[src/rtl/ahblite_pkg.sv]
// Shared AHB-Lite encodings, default Cortex-M0 SoC address map and small
// decode helpers used by the decoder/mux and its default slave.
package ahblite_pkg;

  typedef enum logic [1:0] {
    HTRANS_IDLE   = 2'b00,
    HTRANS_BUSY   = 2'b01,
    HTRANS_NONSEQ = 2'b10,
    HTRANS_SEQ    = 2'b11
  } htrans_e;

  typedef enum logic {
    HRESP_OKAY  = 1'b0,
    HRESP_ERROR = 1'b1
  } hresp_e;

  typedef enum logic [1:0] {
    DS_IDLE = 2'b00,
    DS_ERR1 = 2'b01,
    DS_ERR2 = 2'b10
  } ds_state_e;

  // Default SoC map: code RAM, data RAM, LED controller, UART.
  localparam logic [31:0] RAMCODE_BASE    = 32'h0000_0000;
  localparam logic [31:0] RAMCODE_MASK    = 32'hFFFF_0000;
  localparam logic [31:0] RAMDATA_BASE    = 32'h2000_0000;
  localparam logic [31:0] RAMDATA_MASK    = 32'hFFFF_0000;
  localparam logic [31:0] WATERLIGHT_BASE = 32'h4000_0000;
  localparam logic [31:0] WATERLIGHT_MASK = 32'hFFFF_FFF0;
  localparam logic [31:0] UART_BASE       = 32'h4000_0010;
  localparam logic [31:0] UART_MASK       = 32'hFFFF_FFF0;

  function automatic logic addr_hit(input logic [31:0] addr,
                                    input logic [31:0] base,
                                    input logic [31:0] mask);
    return (addr & mask) == base;
  endfunction

  function automatic logic is_active(input logic [1:0] htrans);
    return (htrans == HTRANS_NONSEQ) || (htrans == HTRANS_SEQ);
  endfunction

endpackage

[src/rtl/ahblite_default_slave.sv]
// Built-in default slave: answers unmapped active transfers with a two-cycle
// ERROR response and records a saturating error count plus the faulting address.
module ahblite_default_slave
  import ahblite_pkg::*;
#(
  parameter int ERRCNT_W = 16
) (
  input  logic                clk,
  input  logic                rst,
  input  logic [31:0]         haddr_i,
  input  logic [1:0]          htrans_i,
  input  logic                hready_i,
  input  logic                unmapped_i,
  output logic                ready_o,
  output logic                resp_o,
  output logic [ERRCNT_W-1:0] err_count_o,
  output logic [31:0]         err_addr_o
);

  ds_state_e           state_q, state_d;
  logic [ERRCNT_W-1:0] err_cnt_q, err_cnt_d;
  logic [31:0]         err_addr_q, err_addr_d;
  logic                err_start;

  assign err_start = unmapped_i & hready_i & is_active(htrans_i);

  // NOTE: every variable written in always_comb gets a default first so no
  // path can leave it unassigned and infer a latch.
  always_comb begin
    state_d = state_q;
    unique case (state_q)
      DS_IDLE: if (err_start) state_d = DS_ERR1;
      DS_ERR1: state_d = DS_ERR2;
      DS_ERR2: state_d = err_start ? DS_ERR1 : DS_IDLE;
      default: state_d = DS_IDLE;
    endcase
  end

  // Outputs depend on the current state only, keeping the HREADY feedback
  // through the top-level mux free of combinational loops.
  always_comb begin
    ready_o = 1'b1;
    resp_o  = HRESP_OKAY;
    unique case (state_q)
      DS_ERR1: begin
        ready_o = 1'b0;
        resp_o  = HRESP_ERROR;
      end
      DS_ERR2: resp_o = HRESP_ERROR;
      default: ;
    endcase
  end

  always_comb begin
    err_cnt_d  = err_cnt_q;
    err_addr_d = err_addr_q;
    if (state_d == DS_ERR1) begin
      err_addr_d = haddr_i;
      if (err_cnt_q != '1) err_cnt_d = err_cnt_q + 1'b1;
    end
  end

  // NOTE: sequential state uses non-blocking assignments so all flops sample
  // their inputs before any of them update.
  always_ff @(posedge clk or posedge rst) begin
    if (rst) begin
      state_q    <= DS_IDLE;
      err_cnt_q  <= '0;
      err_addr_q <= '0;
    end else begin
      state_q    <= state_d;
      err_cnt_q  <= err_cnt_d;
      err_addr_q <= err_addr_d;
    end
  end

  assign err_count_o = err_cnt_q;
  assign err_addr_o  = err_addr_q;

endmodule

[src/rtl/ahblite_decoder_mux.sv]
// Parametrised AHB-Lite address decoder and slave-to-master response mux with
// a registered data-phase select and a built-in default (error) slave.
module ahblite_decoder_mux
  import ahblite_pkg::*;
#(
  parameter int                      NUM_SLV  = 4,
  parameter logic [NUM_SLV-1:0]      SLV_EN   = 4'b1111,
  parameter logic [32*NUM_SLV-1:0]   SLV_BASE = {UART_BASE, WATERLIGHT_BASE,
                                                 RAMDATA_BASE, RAMCODE_BASE},
  parameter logic [32*NUM_SLV-1:0]   SLV_MASK = {UART_MASK, WATERLIGHT_MASK,
                                                 RAMDATA_MASK, RAMCODE_MASK},
  parameter int                      ERRCNT_W = 16
) (
  input  logic                    HCLK,
  input  logic                    HRESET,
  input  logic [31:0]             HADDR,
  input  logic [1:0]              HTRANS,
  output logic                    HREADY,
  output logic [31:0]             HRDATA,
  output logic                    HRESP,
  output logic [NUM_SLV-1:0]      P_HSEL,
  input  logic [NUM_SLV-1:0]      P_HREADYOUT,
  input  logic [NUM_SLV-1:0]      P_HRESP,
  input  logic [32*NUM_SLV-1:0]   P_HRDATA,
  output logic [ERRCNT_W-1:0]     ERR_COUNT,
  output logic [31:0]             ERR_ADDR
);

  logic [NUM_SLV-1:0] hsel;
  logic               no_match;
  logic [NUM_SLV:0]   sel_q, sel_d;
  logic               ds_ready, ds_resp;

  // Priority decode: the first enabled port that matches wins.
  always_comb begin
    hsel = '0;
    for (int i = 0; i < NUM_SLV; i++) begin
      if (hsel == '0 && SLV_EN[i] &&
          addr_hit(HADDR, SLV_BASE[32*i +: 32], SLV_MASK[32*i +: 32]))
        hsel[i] = 1'b1;
    end
  end

  assign no_match = ~|hsel;
  assign P_HSEL   = hsel;

  // The data-phase owner only changes when the current data phase completes.
  assign sel_d = HREADY ? {no_match, hsel} : sel_q;

  always_ff @(posedge HCLK or posedge HRESET) begin
    if (HRESET) sel_q <= {1'b1, {NUM_SLV{1'b0}}};
    else        sel_q <= sel_d;
  end

  always_comb begin
    HREADY = 1'b1;
    HRESP  = HRESP_OKAY;
    HRDATA = '0;
    if (sel_q[NUM_SLV]) begin
      HREADY = ds_ready;
      HRESP  = ds_resp;
    end
    for (int i = 0; i < NUM_SLV; i++) begin
      if (sel_q[i]) begin
        HREADY = P_HREADYOUT[i];
        HRESP  = P_HRESP[i];
        HRDATA = P_HRDATA[32*i +: 32];
      end
    end
  end

  ahblite_default_slave #(
    .ERRCNT_W (ERRCNT_W)
  ) u_default_slave (
    .clk         (HCLK),
    .rst         (HRESET),
    .haddr_i     (HADDR),
    .htrans_i    (HTRANS),
    .hready_i    (HREADY),
    .unmapped_i  (no_match),
    .ready_o     (ds_ready),
    .resp_o      (ds_resp),
    .err_count_o (ERR_COUNT),
    .err_addr_o  (ERR_ADDR)
  );

endmodule

[config.mk]
export PLATFORM = sky130hd
export DESIGN_NAME = ahblite_decoder_mux
export DESIGN_NICKNAME = d
export VERILOG_FILES = /design/src/rtl/ahblite_pkg.sv /design/src/rtl/ahblite_default_slave.sv /design/src/rtl/ahblite_decoder_mux.sv
export SDC_FILE = /design/constraint.sdc
export NUM_CORES = 1
export LEC_CHECK = 0
export CAP_MARGIN = 10
export CORE_MARGIN = 4
export CORE_UTILIZATION = 25
export DETAILED_ROUTE_END_ITERATION = 6
export GPL_TIMING_DRIVEN = 0
export PLACE_DENSITY = 0.66
export SYNTH_ARGS = -nofsm -noshare
export SYNTH_HDL_FRONTEND = slang
export SYNTH_SLANG_ARGS = --single-unit
export TNS_END_PERCENT = 20
[constraint.sdc]
create_clock -name HCLK -period 4.8 [get_ports HCLK]
set_input_delay 0.96 -clock HCLK [delete_from_list [all_inputs] [get_ports HCLK]]
set_output_delay 0.96 -clock HCLK [all_outputs]
set_load 0.05 [all_outputs]
==> results_slide.txt <==
Synthesis and Place & Route Summary

Global route
  • Total GRT Usage: 0.186
  • Met3 usage in global routing: 0.0572
  • Pin count of the biggest net entering global routing: around 42
  • Vias in the first global route: around 4.3k
  • Grt ovf: 0
  • M1 GR Usage: 0.207
  • Global-route wire length before repair: around 24000 um
  • Initial antenna violation count: 1
  • GR peak layer: met2

Synth
  • Distinct lib cells: 36
  • # Cells Yosys: slightly below 400
  • AO/OA Area Share: 0.200
  • Yosys Chip Area: approximately 3500 um2
  • Top cells by area: dfrtp_1, mux2_2, a22oi_1
  • EDFF count, synth: 0
  • XOR Share, Synth: 0.0352
  • #FFs+latches synth: roughly 55
  • Ys flop type: dfrtp_1
  • Asr flop ratio synth: 1.00
  • Synth warn: 0
  • Largest type area fraction: 0.388
  • Post-Syn Area: 3480 um2
  • Synth cell count leaders: dfrtp_1, nor2_1, nand2_1
  • Yosys top cell by instances: dfrtp_1
  • Syn avg cell area: 8.87 um2
  • Syn Inst Count: about 390
  • Synthesized Nets: 571
  • Main logic family after synthesis: AND-OR/OR-AND gates
  • Register share after synthesis: 0.395
  • Adder-cell share of the synthesized area: 0.0215

Power
  • Power density cells: between 500 and 600 nW/um2
  • Sw Ratio: 0.473
  • Worst vdd ir: ~480 uV
  • Combinational Power Share: 0.635
  • NetSw: 0.00156 W
  • Clock power frac: 0.108
  • Lkg Pwr: ~2.4 nW
  • Internal power: about 0.0017 W
  • Sequential Power Share: 0.258

Floorplan
  • Chip width: around 130 um
  • Core Box Area: 13500 um2
  • IO Pins: about 260
  • Fp_density: 0.259
  • Row cnt: roughly 42
  • Die area: roughly 16000 um2
  • Die Span Y: between 100 and 150 um

Flow run
  • Tool warnings: 31
  • Max-capacitance violation count: 0

Min path
  • Worst min path class: flip-flop to flip-flop
  • WHS Path Cells: 1
  • Worst Hold Launch: u_default_slave.err_addr_o[6]$_DFFE_PP0N_

Layout
  • Highest-count logic cell in the final layout: clkdlybuf4s50_1
  • Nets: ~840
  • Most frequent logic cells in the routed design: clkdlybuf4s50_1, dfrtp_1, nor2_1
  • Share of cells above drive strength 1: 0.0836
  • Layout fillers: around 1.3k

Clock tree
  • CTS max path bufs: 2
  • CTS tree: yes
  • # hold bufs at CTS: 0
  • CTS clk-pin slew, worst paths: around 70 ps
  • Post-CTS Setup Repair Bufs: 0
  • Resized cells post-CTS: 0
  • CTS H-tree lvls: 2
  • Total CTS buffers: 5
  • Root Buffer: clkbuf_16
  • CTS sink count: 55

Timing
  • Post-layout period usage: 0.946
  • Setup TNS: 0 ps
  • Worst Skew: 7.37 ps
  • # setup viols final: 0
  • Fmax: 220 MHz
  • Fin. max-slew vios: 0
  • Hold Vio Cnt, Final: 0
  • Worst slew pin tran: roughly 700 ps
  • Unrepaired setup endpoints after global routing: false

Routing
  • DRT iter0 DRCs: 164
  • WL/cell: between 15 and 20 um
  • Antenna viol nets, final: 0
  • Avg Vias per Cell: between 4 and 5
  • First-pass iteration count of the detailed router: 5
  • DRC Markers: 0

Outcome
  • Status: completed

Place
  • Cells after DPL: between 800 and 900
  • DP Worst Slack: around 280 ps
  • Area after DPL: between 6000 and 7000 um2
  • Post-DP HPWL: around 13000 um

Worst setup path
  • CP max FO: 5
  • CP Capture Type: primary output
  • Reg-to-reg endpoint: u_default_slave.err_addr_o[18]$_DFFE_PP0N_
  • CP cell instances: clkdlybuf4s50_1, nor4_1, nand4_1, nor3b_1, clkdlybuf4s50_1
  • Worst path required time: between 3000 and 4000 ps
  • Slowest stage delay, CP: slightly above 900 ps
  • Crit path max-delay family: buffers and inverters
  • Setup crit start kind: primary input
  • Reg-to-reg setup timing slack: between 2000 and 2500 ps
  • Crit path buf inv count: 2
  • Crit-path slowest cell: clkdlybuf4s50_1
  • RR Startpoint: u_default_slave.state_q[0]$_DFF_PP0_
  • Crit Path Category: primary input to primary output
  • CP dominant cell by count: clkdlybuf4s50_1
  • Cell count of the worst reg-to-reg path: 7
==> worst register-to-register path, cell delays in order, from the launching register on <==
cell and delay, ps:
dfrtp_1 430, ha_1 210, and4bb_1 220, o41ai_4 360, o21ai_4 160, o41ai_4 580
buf_6 260, mux2_2 350
==> power groups by stage <==
| stage | clock (W) | combinational [W] | sequential, W |
|---|---|---|---|
| final | 0.000355 | 0.00210 | 0.000851 |
| after global routing | 0.000385 | 0.00221 | 0.000883 |
| after detailed placement | 0 | 0.00211 | 0.000858 |
| after floorplan | 0 | 0.000683 | 0.00152 |
| after CTS | 0.000369 | 0.00212 | 0.000855 |
| after global placement | 0 | 0.00208 | 0.000848 |
==> routing by layer <==
| layer | wire length (um) | vias to the layer above |
|---|---|---|
| met4 | 196 | 0 |
| met5 | 0 | - |
| met1 | 5730 | 1906 |
| li1 | - | 1928 |
| met3 | 1420 | 12 |
| met2 | 8040 | 195 |
==> flip-flops by register name, summed over array words and instances (netlist names) <==
signal / flops
sel_q: 5
u_default_slave.err_count_o: 16
u_default_slave.err_addr_o: 32
u_default_slave.state_q: 2
==> worst max path at each step <==
stage	start	endpoint	slack, ps
3_3_place_gp	HADDR[30]	P_HSEL[3]	270
6_report	HADDR[24]	P_HSEL[1]	260
2_1_floorplan	HADDR[16]	P_HSEL[1]	1190
5_1_grt	HADDR[30]	P_HSEL[3]	120
4_1_cts	HADDR[30]	P_HSEL[3]	280
3_5_place_dp	HADDR[30]	P_HSEL[3]	280
==> area by class of cell <==
type                    instances  area (um2)  share of cell area
repair buffers                257        2580               0.402
multi-input cells             301        1940               0.301
flip-flops and latches         55        1380               0.214
well taps                     176         220              0.0342
plain buffers                  29         140              0.0218
clock buffers                   6         129              0.0200
inverters                       8        30.0             0.00467
clock inverters                 2        12.5             0.00195
diodes                          1        2.50            0.000389
Placement by cell class:
Scale bar: 50 um. Fill, decap, tap and diode cells in grey.
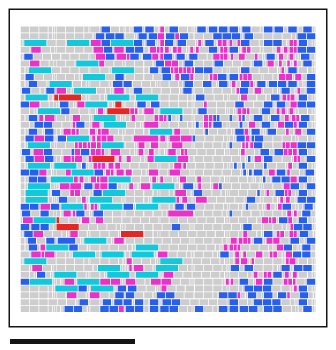
- magenta: remaining logic cells (cells 309; share of their area 32%)
- cyan: sequential cells (cells 55; share of their area 22%)
- red: clock drivers and dummy loads (cells 8; share of their area 2.3%)
- blue: remaining buffers and delay cells (cells 286; share of their area 44%)
sequential share of cell area: 0.214
final non-filler cell area: 6430 um2
Final Util: 0.478

Cell sizes after repair:
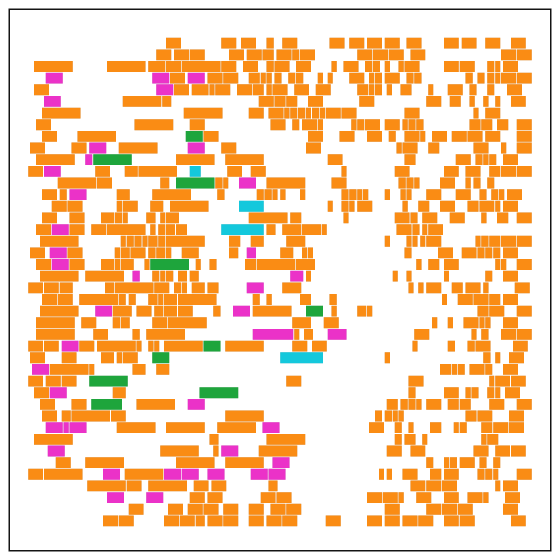
- cyan: x3 and x4 (cells 4; share 0.61%)
- orange: x1 and smaller (cells 603; share 92%)
- green: x6 and larger (cells 10; share 1.5%)
- magenta: x2 (cells 41; share 6.2%)
P&R area growth vs syn: 84.6%
final worst-path setup slack: 257 ps
bufs w/o clock: 286

Metal 2:
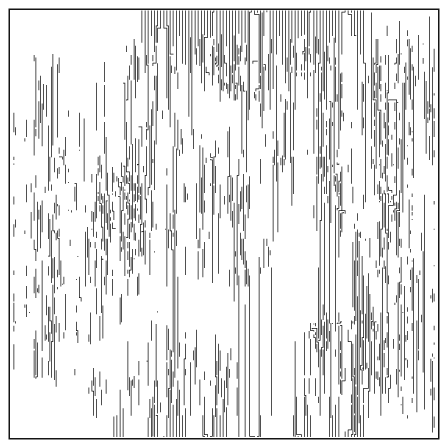
- longest straight run: 63.1 um
- main direction: vertical
met2 Use GR: 0.345
final WL: 15400 um
via count: 4041

Logic cells by family:
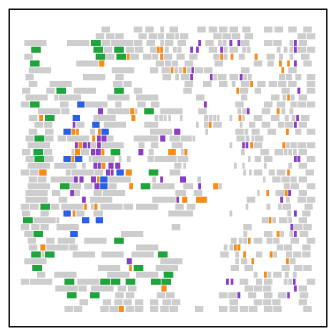
- blue: xor and xnor cells (cells 14; where west)
- purple: nand cells (cells 63; where spread over the die)
- green: mux cells (cells 37)
- orange: nor cells (cells 63; where spread over the die)
logic share of the area: 0.301
fin cells: 835

Clock routing:
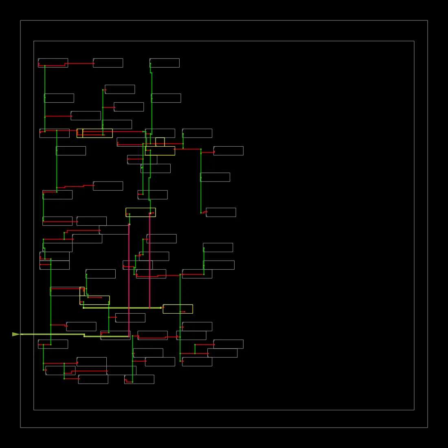
Clock Latency Late Sink: 290 ps
num sequential: 55

Power is estimated from default activity; no workload was simulated.
